File: src/rtl/multiword_add_ctrl_if.sv
// -----------------------------------------------------------------------------
// multiword_add_ctrl_if
//   Bundles the request/result signals of multiword_add_ctrl.
//   Optional macro: MULTIWORD_ADD_SUB_EN adds i_sub (subtract request).
//
//   i_start    request one wide operation
//   i_a_in     operand A            (32*WORDS bits)
//   i_b_in     operand B            (32*WORDS bits)
//   i_cin      carry into word 0
//   i_sub      1 = A - B            (only with MULTIWORD_ADD_SUB_EN)
//   o_busy     operation in progress
//   o_done     one-cycle result-valid pulse
//   o_sum_out  wide result          (32*WORDS bits)
//   o_cout     carry out of the top word
//
//   master: driver of requests (testbench / upstream logic)
//   slave : the adder controller
// -----------------------------------------------------------------------------
interface multiword_add_ctrl_if #(
    parameter int WORDS = 4
);
    logic                  i_start;
    logic [32*WORDS-1:0]   i_a_in;
    logic [32*WORDS-1:0]   i_b_in;
    logic                  i_cin;
`ifdef MULTIWORD_ADD_SUB_EN
    logic                  i_sub;
`endif
    logic                  o_busy;
    logic                  o_done;
    logic [32*WORDS-1:0]   o_sum_out;
    logic                  o_cout;

    modport master (
`ifdef MULTIWORD_ADD_SUB_EN
        output i_sub,
`endif
        output i_start, i_a_in, i_b_in, i_cin,
        input  o_busy, o_done, o_sum_out, o_cout
    );

    modport slave (
`ifdef MULTIWORD_ADD_SUB_EN
        input  i_sub,
`endif
        input  i_start, i_a_in, i_b_in, i_cin,
        output o_busy, o_done, o_sum_out, o_cout
    );
endinterface

File: src/rtl/multiword_add_ctrl.sv
// -----------------------------------------------------------------------------
// multiword_add_ctrl
//   Wide (32*WORDS-bit) adder built from a single 32-bit add slice that is
//   reused once per clock, least-significant word first. One operation takes
//   WORDS RUN cycles plus one DONE cycle.
//
//   Optional macro: MULTIWORD_ADD_SUB_EN adds bus.i_sub; when set at capture
//   the block computes A + ~B + 1 (cin ignored, cout=1 means no borrow).
//
//   Ports:
//     clk  clock, rising edge
//     rst  asynchronous active-high reset
//     bus  multiword_add_ctrl_if.slave (start/operands in, busy/done/result out)
// -----------------------------------------------------------------------------
module multiword_add_ctrl #(
    parameter int WORDS = 4   // operand width in 32-bit words, 1..16
) (
    input  logic                       clk,
    input  logic                       rst,
    multiword_add_ctrl_if.slave        bus
);

    localparam int            KW     = (WORDS > 1) ? $clog2(WORDS) : 1;
    localparam logic [KW-1:0] K_LAST = KW'(WORDS - 1);

    typedef enum logic [1:0] {
        S_IDLE,
        S_RUN,
        S_DONE
    } state_t;

    state_t                r_state;
    logic [32*WORDS-1:0]   r_a;
    logic [32*WORDS-1:0]   r_b;
    logic [32*WORDS-1:0]   r_sum;
    logic [KW-1:0]         r_k;
    logic                  r_carry;
    logic                  r_cout;
    logic                  r_busy;
    logic                  r_done;

    logic [31:0]           w_a_word;
    logic [31:0]           w_b_word;
    logic [31:0]           w_sum_word;
    logic                  w_carry_out;
    logic [32*WORDS-1:0]   w_b_capt;
    logic                  w_c_capt;

    // Subtraction is folded into the capture: store ~B and force the initial
    // carry to 1, so the RUN datapath is identical for add and subtract.
`ifdef MULTIWORD_ADD_SUB_EN
    assign w_b_capt = bus.i_sub ? ~bus.i_b_in : bus.i_b_in;
    assign w_c_capt = bus.i_sub ? 1'b1        : bus.i_cin;
`else
    assign w_b_capt = bus.i_b_in;
    assign w_c_capt = bus.i_cin;
`endif

    // The one shared 32-bit add slice, fed by the word selected by r_k.
    assign w_a_word = r_a[32*r_k +: 32];
    assign w_b_word = r_b[32*r_k +: 32];
    assign {w_carry_out, w_sum_word} = {1'b0, w_a_word} + {1'b0, w_b_word}
                                     + {32'd0, r_carry};

    // NOTE: all state in this block uses non-blocking assignments so every
    // register samples the pre-edge values; blocking here would let the word
    // index update before the slice result is written back.
    always_ff @(posedge clk or posedge rst) begin
        if (rst) begin
            r_state <= S_IDLE;
            // NOTE: operand registers are reset too; they are plain flops (not
            // a RAM), so clearing them is cheap and keeps the datapath
            // deterministic out of reset.
            r_a     <= '0;
            r_b     <= '0;
            r_sum   <= '0;
            r_k     <= '0;
            r_carry <= 1'b0;
            r_cout  <= 1'b0;
            r_busy  <= 1'b0;
            r_done  <= 1'b0;
        end else begin
            case (r_state)
                // IDLE and DONE share acceptance; a new start in DONE chains
                // straight into RUN for back-to-back throughput.
                S_IDLE, S_DONE: begin
                    r_done <= 1'b0;
                    if (bus.i_start) begin
                        r_a     <= bus.i_a_in;
                        r_b     <= w_b_capt;
                        r_carry <= w_c_capt;
                        r_k     <= '0;
                        r_sum   <= '0;
                        r_cout  <= 1'b0;
                        r_busy  <= 1'b1;
                        r_state <= S_RUN;
                    end else begin
                        r_state <= S_IDLE;
                    end
                end

                // start is not looked at here, so requests while busy drop.
                S_RUN: begin
                    r_sum[32*r_k +: 32] <= w_sum_word;
                    r_carry             <= w_carry_out;
                    if (r_k == K_LAST) begin
                        r_k     <= '0;
                        r_cout  <= w_carry_out;
                        r_busy  <= 1'b0;
                        r_done  <= 1'b1;
                        r_state <= S_DONE;
                    end else begin
                        r_k <= r_k + 1'b1;
                    end
                end

                default: begin
                    r_busy  <= 1'b0;
                    r_done  <= 1'b0;
                    r_state <= S_IDLE;
                end
            endcase
        end
    end

    assign bus.o_busy    = r_busy;
    assign bus.o_done    = r_done;
    assign bus.o_sum_out = r_sum;
    assign bus.o_cout    = r_cout;

endmodule
File: src/flat_wrapper.sv
// flat-port wrapper written by rule: the top's interface ports become plain ports
module multiword_add_ctrl_flat 
#(
    parameter int WORDS = 4                                          
)
  (clk, rst, bus_i_start, bus_i_a_in, bus_i_b_in, bus_i_cin, bus_o_busy, bus_o_done, bus_o_sum_out, bus_o_cout);
  multiword_add_ctrl_if #(.WORDS(WORDS)) bus_i ();
  input  logic clk;
  input  logic rst;
  input wire logic [$bits(bus_i.i_start)-1:0] bus_i_start;
  input wire logic [$bits(bus_i.i_a_in)-1:0] bus_i_a_in;
  input wire logic [$bits(bus_i.i_b_in)-1:0] bus_i_b_in;
  input wire logic [$bits(bus_i.i_cin)-1:0] bus_i_cin;
  output wire logic [$bits(bus_i.o_busy)-1:0] bus_o_busy;
  output wire logic [$bits(bus_i.o_done)-1:0] bus_o_done;
  output wire logic [$bits(bus_i.o_sum_out)-1:0] bus_o_sum_out;
  output wire logic [$bits(bus_i.o_cout)-1:0] bus_o_cout;
  assign bus_i.i_start = bus_i_start;
  assign bus_i.i_a_in = bus_i_a_in;
  assign bus_i.i_b_in = bus_i_b_in;
  assign bus_i.i_cin = bus_i_cin;
  assign bus_o_busy = bus_i.o_busy;
  assign bus_o_done = bus_i.o_done;
  assign bus_o_sum_out = bus_i.o_sum_out;
  assign bus_o_cout = bus_i.o_cout;
  multiword_add_ctrl #(.WORDS(WORDS)) u_core (.clk(clk), .rst(rst), .bus(bus_i));
endmodule
File: config.mk
export PLATFORM = sky130hd
export DESIGN_NAME = multiword_add_ctrl_flat
export DESIGN_NICKNAME = d
export VERILOG_FILES = /design/src/rtl/multiword_add_ctrl_if.sv /design/src/rtl/multiword_add_ctrl.sv /design/src/flat_wrapper.sv
export SDC_FILE = /design/constraint.sdc
export NUM_CORES = 1
export LEC_CHECK = 0
export CAP_MARGIN = 25
export CORE_ASPECT_RATIO = 0.75
export CORE_MARGIN = 4
export CORE_UTILIZATION = 50
export CTS_CLUSTER_DIAMETER = 30
export DETAILED_ROUTE_END_ITERATION = 10
export GPL_TIMING_DRIVEN = 0
export PLACE_DENSITY = 0.81
export SYNTH_ARGS = -nofsm -noshare
export SYNTH_HDL_FRONTEND = slang
export SYNTH_SLANG_ARGS = --single-unit
File: constraint.sdc
create_clock -name clk -period 42.7 [get_ports clk]
set_input_delay 12.81 -clock clk [delete_from_list [all_inputs] [get_ports clk]]
set_output_delay 12.81 -clock clk [all_outputs]
set_load 0.005 [all_outputs]
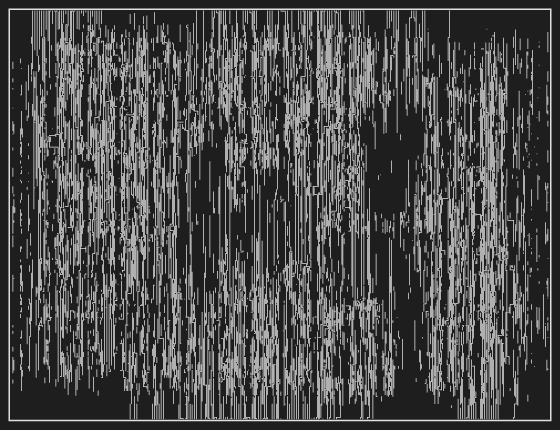
Run 1: metal 2
The wires run mostly vertical. The layer carries 28.9 mm of wire. 2,203 nets have wire on it. The layer holds 47% of the routed length.
met2 Usage GRT: 51.1%
total vias in the final route: 15,700
final WL: 61.4 mm

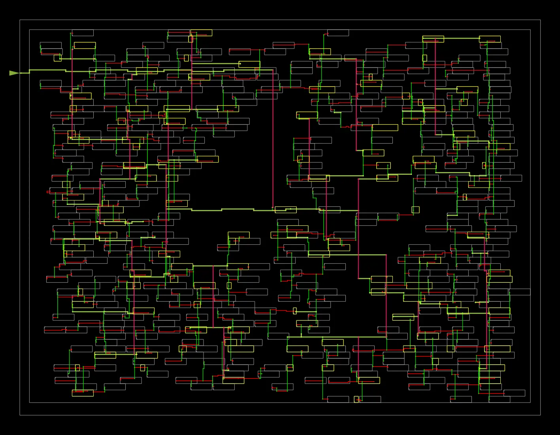
Run 1: the clock network
Clk power: 563 µW
sequential cells: 391
worst setup skew after layout: 0.0268 ns

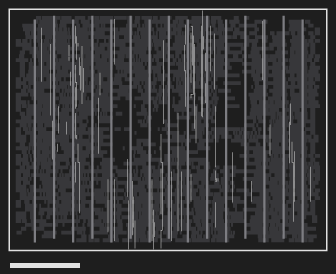
Run 1: metal 4
The bar under the picture is 50 µm long. Supply wires on this layer in grey. Cells faint in the background.
The layer carries 2,020 µm of wire. The wires run mostly vertical. The layer holds 3.3% of the routed length. The longest straight run is 83.6 µm. 59 nets have wire on it.

[run 1: worst max-delay path by stage]
stage / from / to / slack (ns) / depth (start not counted)
global placement: rst / u_core.r_b[118] / 15.08 / 2
detailed placement: bus_i_start / u_core.r_a[61] / 27.30 / 7
CTS: bus_i_start / u_core.r_a[120] / 27.83 / 7
finish: bus_i_start / u_core.r_a[120] / 27.81 / 7
floorplan: rst / u_core.bus.o_busy / 19.02 / 1
global route: bus_i_start / u_core.r_a[120] / 27.64 / 7
[run 1: area by class of cell]
type	instances	area (µm²)	share of cell area, %
sequential	391	9780	39.9
multi-input combinational	1234	7310	29.8
timing repair buffer	396	4030	16.4
clock buffer	80	1830	7.45
tap	457	572	2.33
clock inverter	42	551	2.24
buffer	105	403	1.64
inverter	9	41.3	0.168
antenna	5	12.5	0.0510
[run 1: sequential cells by signal, indices dropped and copies added, names as in the netlist]
name,cells
u_core.r_state,1
u_core.r_carry,1
u_core.bus.o_done,1
u_core.r_b,128
u_core.bus.o_cout,1
u_core.bus.o_busy,1
u_core.r_a,128
u_core.r_k,2
u_core.bus.o_sum_out,128
[run 1: routing by layer]
layer  up-vias  GRT usage [%]  share of wire, %
li1       6803              -                 -
met1      7847           43.3                40
met2       872           51.1                47
met3       159           6.64               9.2
met4         4           11.1               3.3
met5         -              0             0.046
[run 1: stage by stage]
| step | hold slack [ns] | instance area [µm²] |
|---|---|---|
| after floorplan | 0.440 | 17500 |
| after global placement | 0.453 | 22000 |
| after detailed placement | 0.457 | 22100 |
| after CTS | 0.469 | 24500 |
| after global routing | 0.486 | 24500 |
| final | 0.468 | 24500 |
[run 1: power breakdown]
group,switching (mW),internal [mW]
combinational,0.724,0.447
clock,0.194,0.369
sequential,0.0979,0.526
total,1.02,1.34
==> impl_metrics.env, run 1 <==
# implementation run metrics
export IMPL_outcome="complete, no violations"
export IMPL_detail_route_first_pass_iterations=8
export IMPL_grt_pass1_vias=16000
export IMPL_hold_viol=0
export IMPL_total_power_consumption_mw=2.36
export IMPL_yosysMostFrequentCell="sky130_fd_sc_hd__nand2_1"
export IMPL_timing_final_crit_share_pct=34.9
export IMPL_synth_main_ff_cell="sky130_fd_sc_hd__dfrtp_1"
export IMPL_die_width_um=224
export IMPL_min_from="u_core.r_a[84]"
export IMPL_timing_worst_setup_path_type="in2reg"
export IMPL_grt_first_pass_wirelength_mm=92.5
export IMPL_route_detailed_drc=0
export IMPL_avgSynthCellArea_um2=10.1
export IMPL_std_cell_rows=59
export IMPL_top_logic_kind="simple AND/OR/NAND/NOR gates"
export IMPL_cts_tree="yes"
export IMPL_synthSimpleGateAreaFrac_pct=19.6
export IMPL_synth_seq_cells=391
export IMPL_setup_slack_at_placement_ns=27.30
export IMPL_log_warning_count=35
export IMPL_critical_path_startpoint_type="primary input"
export IMPL_cts_sinks=391
export IMPL_via_per_instance_ratio=5.77
export IMPL_cp_end_kind="flip-flop"
export IMPL_synthMuxAreaShare_pct=8.40
export IMPL_fraction_of_layout_cells_with_a_size_suffix_above_1_pct=8.68
export IMPL_place_hpwl_mm=45.6
export IMPL_layout_cells_most_common_list="sky130_fd_sc_hd__nand2_1, sky130_fd_sc_hd__dfrtp_1, sky130_fd_sc_hd__clkdlybuf4s50_1"
export IMPL_r2r_end="u_core.bus.o_sum_out[119]"
export IMPL_cp_slowest_stage_delay_ns=0.59
export IMPL_final_setup_worst_slack_ns=27.81
export IMPL_drt_iter0_drc=1702
export IMPL_maxCapViolations=0
export IMPL_totalNegativeSetupSlack_ns=0
export IMPL_cts_resized=0
export IMPL_buffers_from_clock_root_to_sink_at_most=3
export IMPL_cts_clk_pin_slew_worst_paths_ns=0.05
export IMPL_holdPathStages=2
export IMPL_finalWorstPathRequiredPeriod_ns=14.89
export IMPL_grt_start_max_net_pins=140
export IMPL_coreArea_um2=34600
export IMPL_placed_cells=2591
export IMPL_synth_yosys_seq_area_share_pct=55.8
export IMPL_aoi_share_pct=9.69
export IMPL_pin_count=391
export IMPL_cp_cell_sequence="clkdlybuf4s50_1 > nor2b_1 > clkbuf_1 > clkbuf_1 > clkbuf_1 > nand2_1 > nand2_1"
export IMPL_worst_r2r_cell_count=14
export IMPL_overflow=0
export IMPL_die_size_y_um=170
export IMPL_numCtsBuffers=68
export IMPL_area_leaders="sky130_fd_sc_hd__dfrtp_1, sky130_fd_sc_hd__nand2_1, sky130_fd_sc_hd__mux4_2"
export IMPL_relSlewSlack_pct=36.4
export IMPL_yosysWarningCount=0
export IMPL_setup_viol=0
export IMPL_synth_yosys_num_cells=1739
export IMPL_number_of_nets_in_the_finished_design=2502
export IMPL_final_core_utilization_pct=70.9
export IMPL_core_density_at_floorplan_pct=50.6
==> run 2, diff against run 1 <==
--- a/config.mk
+++ b/config.mk
@@ -8,11 +8,11 @@
 export CAP_MARGIN = 25
 export CORE_ASPECT_RATIO = 0.75
 export CORE_MARGIN = 4
-export CORE_UTILIZATION = 50
+export CORE_UTILIZATION = 46
 export CTS_CLUSTER_DIAMETER = 30
 export DETAILED_ROUTE_END_ITERATION = 10
 export GPL_TIMING_DRIVEN = 0
-export PLACE_DENSITY = 0.81
+export PLACE_DENSITY = 0.79
 export SYNTH_ARGS = -nofsm -noshare
 export SYNTH_HDL_FRONTEND = slang
 export SYNTH_SLANG_ARGS = --single-unit
==> constraint.sdc (replaced) <==
create_clock -name clk -period 12.8 [get_ports clk]
set_input_delay 3.84 -clock clk [delete_from_list [all_inputs] [get_ports clk]]
set_output_delay 3.84 -clock clk [all_outputs]
set_load 0.005 [all_outputs]
==> run 2 against run 1 <==
Against the previous run:
- power rose to 3.4 times the previous value
- worst hold slack worse by 0.0014 ns
- clock power rose to 3.6 times the previous value
- critical path type unchanged
- clock skew down 0.0030 ns
- sequential cell count unchanged
- critical path depth unchanged
- non-clock buffer count up 9
==> impl_metrics.env, run 2 <==
# implementation run metrics
export IMPL_outcome="complete, no violations"
export IMPL_synthMuxAreaShare_pct=8.40
export IMPL_p_comb_mw=4.02
export IMPL_synth_yosys_seq_area_share_pct=55.8
export IMPL_cts_resized=0
export IMPL_timing_final_crit_share_pct=46.8
export IMPL_cp_end_kind="flip-flop"
export IMPL_async_reset_ff_share_pct=100
export IMPL_core_density_at_floorplan_pct=47.0
export IMPL_pin_count=391
export IMPL_top_logic_kind="simple AND/OR/NAND/NOR gates"
export IMPL_port_buf_inserts=390
export IMPL_grt_first_pass_wirelength_mm=95.3
export IMPL_rsz0062_at_grt="no"
export IMPL_die_width_um=233
export IMPL_std_cell_rows=61
export IMPL_yosysWarningCount=0
export IMPL_cts_sinks=391
export IMPL_cp_slowest_stage_delay_ns=0.62
export IMPL_coreArea_um2=37300
export IMPL_detail_route_first_pass_iterations=5
export IMPL_buffers_from_clock_root_to_sink_at_most=3
export IMPL_synth_seq_cells=391
export IMPL_cts_root_buffer="sky130_fd_sc_hd__clkbuf_16"
export IMPL_layout_cells_most_common_list="sky130_fd_sc_hd__nand2_1, sky130_fd_sc_hd__dfrtp_1, sky130_fd_sc_hd__clkdlybuf4s50_1"
export IMPL_via_per_instance_ratio=5.63
export IMPL_critical_path_startpoint_type="primary input"
export IMPL_critPathRequiredTime_ns=13.32
export IMPL_timing_clock_skew_ns=0.0238
export IMPL_route_detailed_drc=0
export IMPL_power_leakage_nw=12.0
export IMPL_pwr_group_clock_mw=2.00
export IMPL_number_of_nets_in_the_finished_design=2517
export IMPL_top_power_group="combinational cells"
export IMPL_critPathMostFrequentCell="sky130_fd_sc_hd__clkbuf_1"
export IMPL_numCtsBuffers=74
export IMPL_totalNegativeSetupSlack_ns=0
export IMPL_power_switching_share_pct=43.5
export IMPL_synthSimpleGateAreaFrac_pct=19.6
export IMPL_aoi_share_pct=9.69
export IMPL_power_switching_mw=3.52
export IMPL_cts_post_setup_buffers_inserted=0
export IMPL_hold_viol=0
export IMPL_number_of_antenna_violations_at_the_first_check_in_global_routing=6
export IMPL_clkLatencyLatePin_ns=0.60
export IMPL_wl_met2_mm=29.5
export IMPL_met3_length_mm=5.80
export IMPL_maxCapViolations=0
export IMPL_place_hpwl_mm=47.3
export IMPL_cp_cell_sequence="clkdlybuf4s50_1 > nor2b_1 > clkbuf_1 > clkbuf_1 > clkbuf_1 > nand2_1 > nand2_1"
export IMPL_overflow=0
export IMPL_synth_main_ff_cell="sky130_fd_sc_hd__dfrtp_1"
export IMPL_critical_path_max_fanout=10
export IMPL_grt_util_all_layers_pct=30.5
export IMPL_timing_worst_setup_path_type="in2reg"
export IMPL_setup_slack_at_placement_ns=6.24
export IMPL_grt_start_max_net_pins=45
export IMPL_hp_class="reg2reg"
export IMPL_grt_pass1_vias=16200
export IMPL_relSlewSlack_pct=30.4
export IMPL_log_warning_count=29
export IMPL_maxUsedRoutingLayer="met5"
export IMPL_avgSynthCellArea_um2=10.1
export IMPL_slew_violations=0
export IMPL_synth_area_yosys_um2=17500
export IMPL_syn_area_um2=17500
export IMPL_synth_yosys_num_cells=1739
export IMPL_cellInternalPower_mw=4.58
export IMPL_final_setup_worst_slack_ns=6.82
export IMPL_wl_met1_mm=25.7
export IMPL_fmax_mhz=167
export IMPL_setup_viol=0
export IMPL_sequentialPowerShare_pct=25.8
export IMPL_yosysMostFrequentCell="sky130_fd_sc_hd__nand2_1"
export IMPL_fraction_of_layout_cells_with_a_size_suffix_above_1_pct=9.35
export IMPL_area_leaders="sky130_fd_sc_hd__dfrtp_1, sky130_fd_sc_hd__nand2_1, sky130_fd_sc_hd__mux4_2"
export IMPL_cts_tree="yes"
export IMPL_power_frac_comb_pct=49.6
export IMPL_cts_clk_pin_slew_worst_paths_ns=0.05
export IMPL_clock_power_share_pct=24.7
export IMPL_die_size_y_um=177
export IMPL_yosysTopAreaCellShare_pct=55.8
export IMPL_post_synth_xor_area_fraction_pct=1.30
export IMPL_pwr_group_sequential_mw=2.09
export IMPL_finalWorstPathRequiredPeriod_ns=5.98
export IMPL_ys_types=48
export IMPL_ant_nets_after_route=0
export IMPL_cp_slowest_cell="sky130_fd_sc_hd__clkbuf_1"
export IMPL_drt_iter0_drc=1670
export IMPL_postSynthCellCount=1739
-- run 2: path summary, 6_finish.rpt --
kind	startpoint	endpoint	slack, ns	cells after the start
hold / removal	u_core.r_a[98]	u_core.r_a[98]	0.47	2
max in group asynchronous	rst	u_core.r_a[57]	7.43	7
setup reg to reg	u_core.r_k[1]	u_core.bus.o_sum_out[123]	7.53	13
hold reg to reg	u_core.r_a[98]	u_core.r_a[98]	0.47	2
setup / recovery	bus_i_start	u_core.r_a[46]	6.82	7
min in group asynchronous	rst	u_core.bus.o_sum_out[70]	3.68	2
-- run 2: layout make-up --
type,instances,area [µm²]
Fill cell,2720,12400
Sequential cell,391,9780
Multi-Input combinational cell,1234,7310
Timing Repair Buffer,405,4180
Clock buffer,95,2110
Tap cell,504,631
Clock inverter,38,483
Buffer,105,403
Inverter,9,37.5
Antenna cell,5,12.5
-- run 2: stage by stage --
stage / total power, mW / instances / utilization [%] / area, µm² / hold WS (ns)
after global routing: 8.54 / 2786 / 66.8 / 24900 / 0.492
after CTS: 8.01 / 2777 / 66.7 / 24900 / 0.470
after global placement: 5.80 / 2633 / 59.1 / 22100 / 0.452
after floorplan: 4.37 / 1739 / - / 17500 / 0.440
after detailed placement: 5.96 / 2644 / 59.7 / 22300 / 0.458
final: 8.10 / 2786 / 66.8 / 24900 / 0.467
-- run 2: worst max-delay path: cells and delay by family --
kind / cells / cell delay (ns)
buffers and inverters: 4 / 2.14
AND/OR/NAND/NOR: 3 / 0.51
-- run 2: per-layer routing --
layer,vias up,global-route usage (%)
met2,860,48.1
met1,7813,41.4
met5,-,0
met4,2,11.7
li1,6851,-
met3,146,7.16
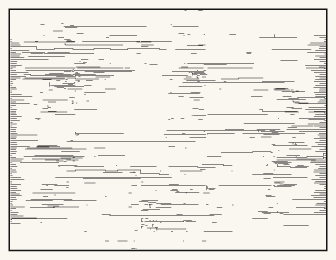
Run 2: signal wires on met3
The layer carries 5,800 µm of wire. The wires run mostly horizontal. The longest straight run is 94.8 µm. 449 nets have wire on it. The layer holds 9.2% of the routed length.
final WL: 63.0 mm
total vias in the final route: 15,700
met3 Track Usage GR: 7.16%

==> run 3, diff against run 2 <==
--- a/config.mk
+++ b/config.mk
@@ -8,11 +8,11 @@
 export CAP_MARGIN = 25
 export CORE_ASPECT_RATIO = 0.75
 export CORE_MARGIN = 4
-export CORE_UTILIZATION = 46
+export CORE_UTILIZATION = 50
 export CTS_CLUSTER_DIAMETER = 30
 export DETAILED_ROUTE_END_ITERATION = 10
 export GPL_TIMING_DRIVEN = 0
-export PLACE_DENSITY = 0.79
+export PLACE_DENSITY = 0.81
 export SYNTH_ARGS = -nofsm -noshare
 export SYNTH_HDL_FRONTEND = slang
 export SYNTH_SLANG_ARGS = --single-unit
==> constraint.sdc (replaced) <==
create_clock -name clk -period 6.2 [get_ports clk]
set_input_delay 1.86 -clock clk [delete_from_list [all_inputs] [get_ports clk]]
set_output_delay 1.86 -clock clk [all_outputs]
set_load 0.005 [all_outputs]
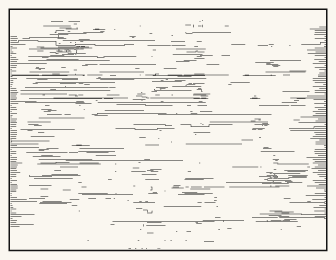
Run 3: signal wires on met3
498 nets have wire on it. The longest straight run is 82.8 µm. The layer holds 9.5% of the routed length.
met3 Track Usage GR: 7.21%
total vias in the final route: 15,700

==> run 3 against run 2 <==
Against the previous run:
- power grew 100%
- global-route usage grew 1.3 points
- via count grew 0.45%
- sequential power grew 110%
- cell count shrank 1.9%
- largest cell class unchanged
==> impl_metrics.env, run 3 <==
# implementation run metrics
export IMPL_die_size_y_um=170
export IMPL_p_comb_mw=8.13
export IMPL_cp_num_buf_inv=3
export IMPL_holdPathStages=2
export IMPL_cts_root_buffer="sky130_fd_sc_hd__clkbuf_16"
export IMPL_outcome="complete, no violations"
export IMPL_cp_cell_sequence="buf_1 > clkbuf_1 > mux4_2 > ha_1 > clkbuf_1 > a21o_1 > a31o_2 > a22oi_1 > nor2_1 > nor2_1 > nand2_1 > and4_1 > o31ai_1 > o21ai_0"
export IMPL_cp_slowest_stage_delay_ns=0.84
export IMPL_ant_nets_after_route=0
export IMPL_ir_worst_vdd_uv=382
export IMPL_regToRegSetupSlack_ns=0.92
export IMPL_avgSynthCellArea_um2=10.1
export IMPL_worst_setup_path_startpoint="u_core.r_k[1]"
export IMPL_core_density_at_floorplan_pct=50.6
export IMPL_synth_seq_cells=391
export IMPL_seqCellArea_um2=9780
export IMPL_detail_route_first_pass_iterations=6
export IMPL_clock_power_share_pct=24.6
export IMPL_grt_util_all_layers_pct=31.8
export IMPL_number_of_nets_in_the_finished_design=2511
export IMPL_route_detailed_drc=0
export IMPL_cts_sinks=391
export IMPL_hold_path_endpoint="u_core.r_a[38]"
export IMPL_pin_count=391
export IMPL_timing_clock_skew_ns=0.0322
export IMPL_comb_area_um2=7310
export IMPL_n_fill_cell=2448
export IMPL_grt_start_max_net_pins=44
export IMPL_critical_path_startpoint_type="flip-flop"
export IMPL_grt_first_pass_wirelength_mm=92.9
export IMPL_timing_worst_setup_path_type="reg2reg"
export IMPL_cts_tree="yes"
export IMPL_power_frac_comb_pct=49.3
export IMPL_postRouteWirelength_mm=61.7
export IMPL_overflow=0
export IMPL_fmax_mhz=189
export IMPL_critical_path_max_fanout=10
export IMPL_die_width_um=224
export IMPL_pwr_group_clock_mw=4.05
export IMPL_synth_area_yosys_um2=17500
export IMPL_synth_yosys_seq_area_share_pct=55.8
export IMPL_numCtsBuffers=69
export IMPL_standard_cell_area_after_detailed_placement_um2=22200
export IMPL_post_route_cell_area_um2=24800
export IMPL_clkLatencyLatePin_ns=0.59
export IMPL_layout_cells_most_common_list="sky130_fd_sc_hd__nand2_1, sky130_fd_sc_hd__dfrtp_1, sky130_fd_sc_hd__clkdlybuf4s50_1"
export IMPL_yosysTopAreaCellShare_pct=55.8
export IMPL_relSlewSlack_pct=28.9
export IMPL_pwr_group_sequential_mw=4.31
export IMPL_setup_viol=0
export IMPL_number_of_antenna_violations_at_the_first_check_in_global_routing=6
export IMPL_buffers_from_clock_root_to_sink_at_most=3
export IMPL_syn_area_um2=17500
export IMPL_std_cell_rows=59
export IMPL_area_leaders="sky130_fd_sc_hd__dfrtp_1, sky130_fd_sc_hd__nand2_1, sky130_fd_sc_hd__mux4_2"
export IMPL_cts_post_setup_buffers_inserted=0
export IMPL_final_core_utilization_pct=71.7
export IMPL_cts_resized=0
export IMPL_power_leakage_nw=11.9
export IMPL_via_per_instance_ratio=5.76
export IMPL_log_warning_count=30
export IMPL_power_switching_share_pct=43.5
export IMPL_timing_critical_path_max_delay_family="AND-OR/OR-AND gates"
export IMPL_synth_main_ff_cell="sky130_fd_sc_hd__dfrtp_1"
export IMPL_top_power_group="combinational cells"
export IMPL_cp_end_kind="flip-flop"
export IMPL_power_switching_mw=7.18
export IMPL_r2r_end="u_core.bus.o_sum_out[87]"
export IMPL_cellInternalPower_mw=9.31
export IMPL_slew_violations=0
export IMPL_port_buf_inserts=390
export IMPL_worst_r2r_cell_count=14
export IMPL_synth_yosys_num_cells=1739
export IMPL_timing_rr_start="u_core.r_k[1]"
export IMPL_sequentialPowerShare_pct=26.1
run 3: cell types whose count changed in the layout (fill, tap and decap cells not counted), sizes merged:
cell / change
clkbuf: -11
inv: +4
bufinv: +2
clkinv: -2
run 3: layer usage:
| layer | GRT usage [%] | routed length [µm] | vias to the layer above |
|---|---|---|---|
| li1 | - | - | 6829 |
| met1 | 43.4 | 24900 | 7822 |
| met2 | 50.8 | 28700 | 948 |
| met3 | 7.21 | 5880 | 141 |
| met4 | 11.7 | 2140 | 2 |
| met5 | 0 | 17 | - |
run 3: layout make-up:
class	count	share of cell area, %
clock inverters	42	2.71
diodes	5	0.0504
clock buffers	85	7.52
plain buffers	105	1.62
inverters	9	0.151
well taps	457	2.30
repair buffers	404	16.8
multi-input cells	1234	29.5
flip-flops and latches	391	39.4
run 3: worst max-delay path by stage:
stage	end
6_report	u_core.bus.o_sum_out[87]
4_1_cts	u_core.bus.o_sum_out[124]
5_1_grt	u_core.bus.o_sum_out[123]
3_3_place_gp	u_core.r_b[85]
2_1_floorplan	u_core.bus.o_busy
3_5_place_dp	u_core.bus.o_sum_out[124]
run 3: cell families after synthesis:
kind of cell	share of synthesized area, %
buffers and inverters	2.49
adders and majority gates	2.73
and+or+nand+nor	19.6
xor gates and xnor gates	1.30
muxes	8.40
DFF	55.8
AOI/OAI and AO/OA	9.69
run 3: stage by stage:
step,total power [mW],instances,setup TNS [ns],hold slack (ns),setup slack (ns)
2_1_floorplan,9.02,1739,-359.67,0.440,-0.920
3_3_place_gp,11.8,2586,-1233.46,0.453,-3.21
3_5_place_dp,12.2,2596,0,0.457,0.576
4_1_cts,16.3,2723,0,0.469,0.476
5_1_grt,17.3,2732,0,0.487,0.738
6_report,16.5,2732,0,0.469,0.918

==> screenshots <==
Met1 routing.
Supply wires on this layer in grey.
Plate I
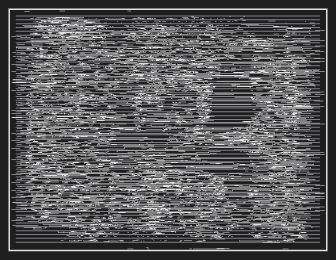
Plate II
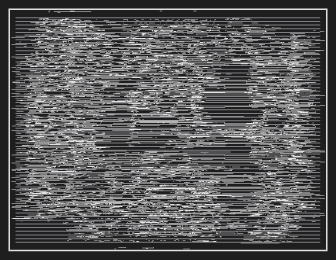
Plate I comes from run 3.
Plate II comes from run 2.

Key to Plate II:
The layer carries 25.7 mm of wire. The layer holds 41% of the routed length. The longest straight run is 66.7 µm. 2,274 nets have wire on it.

Power is estimated from default activity; no workload was simulated.
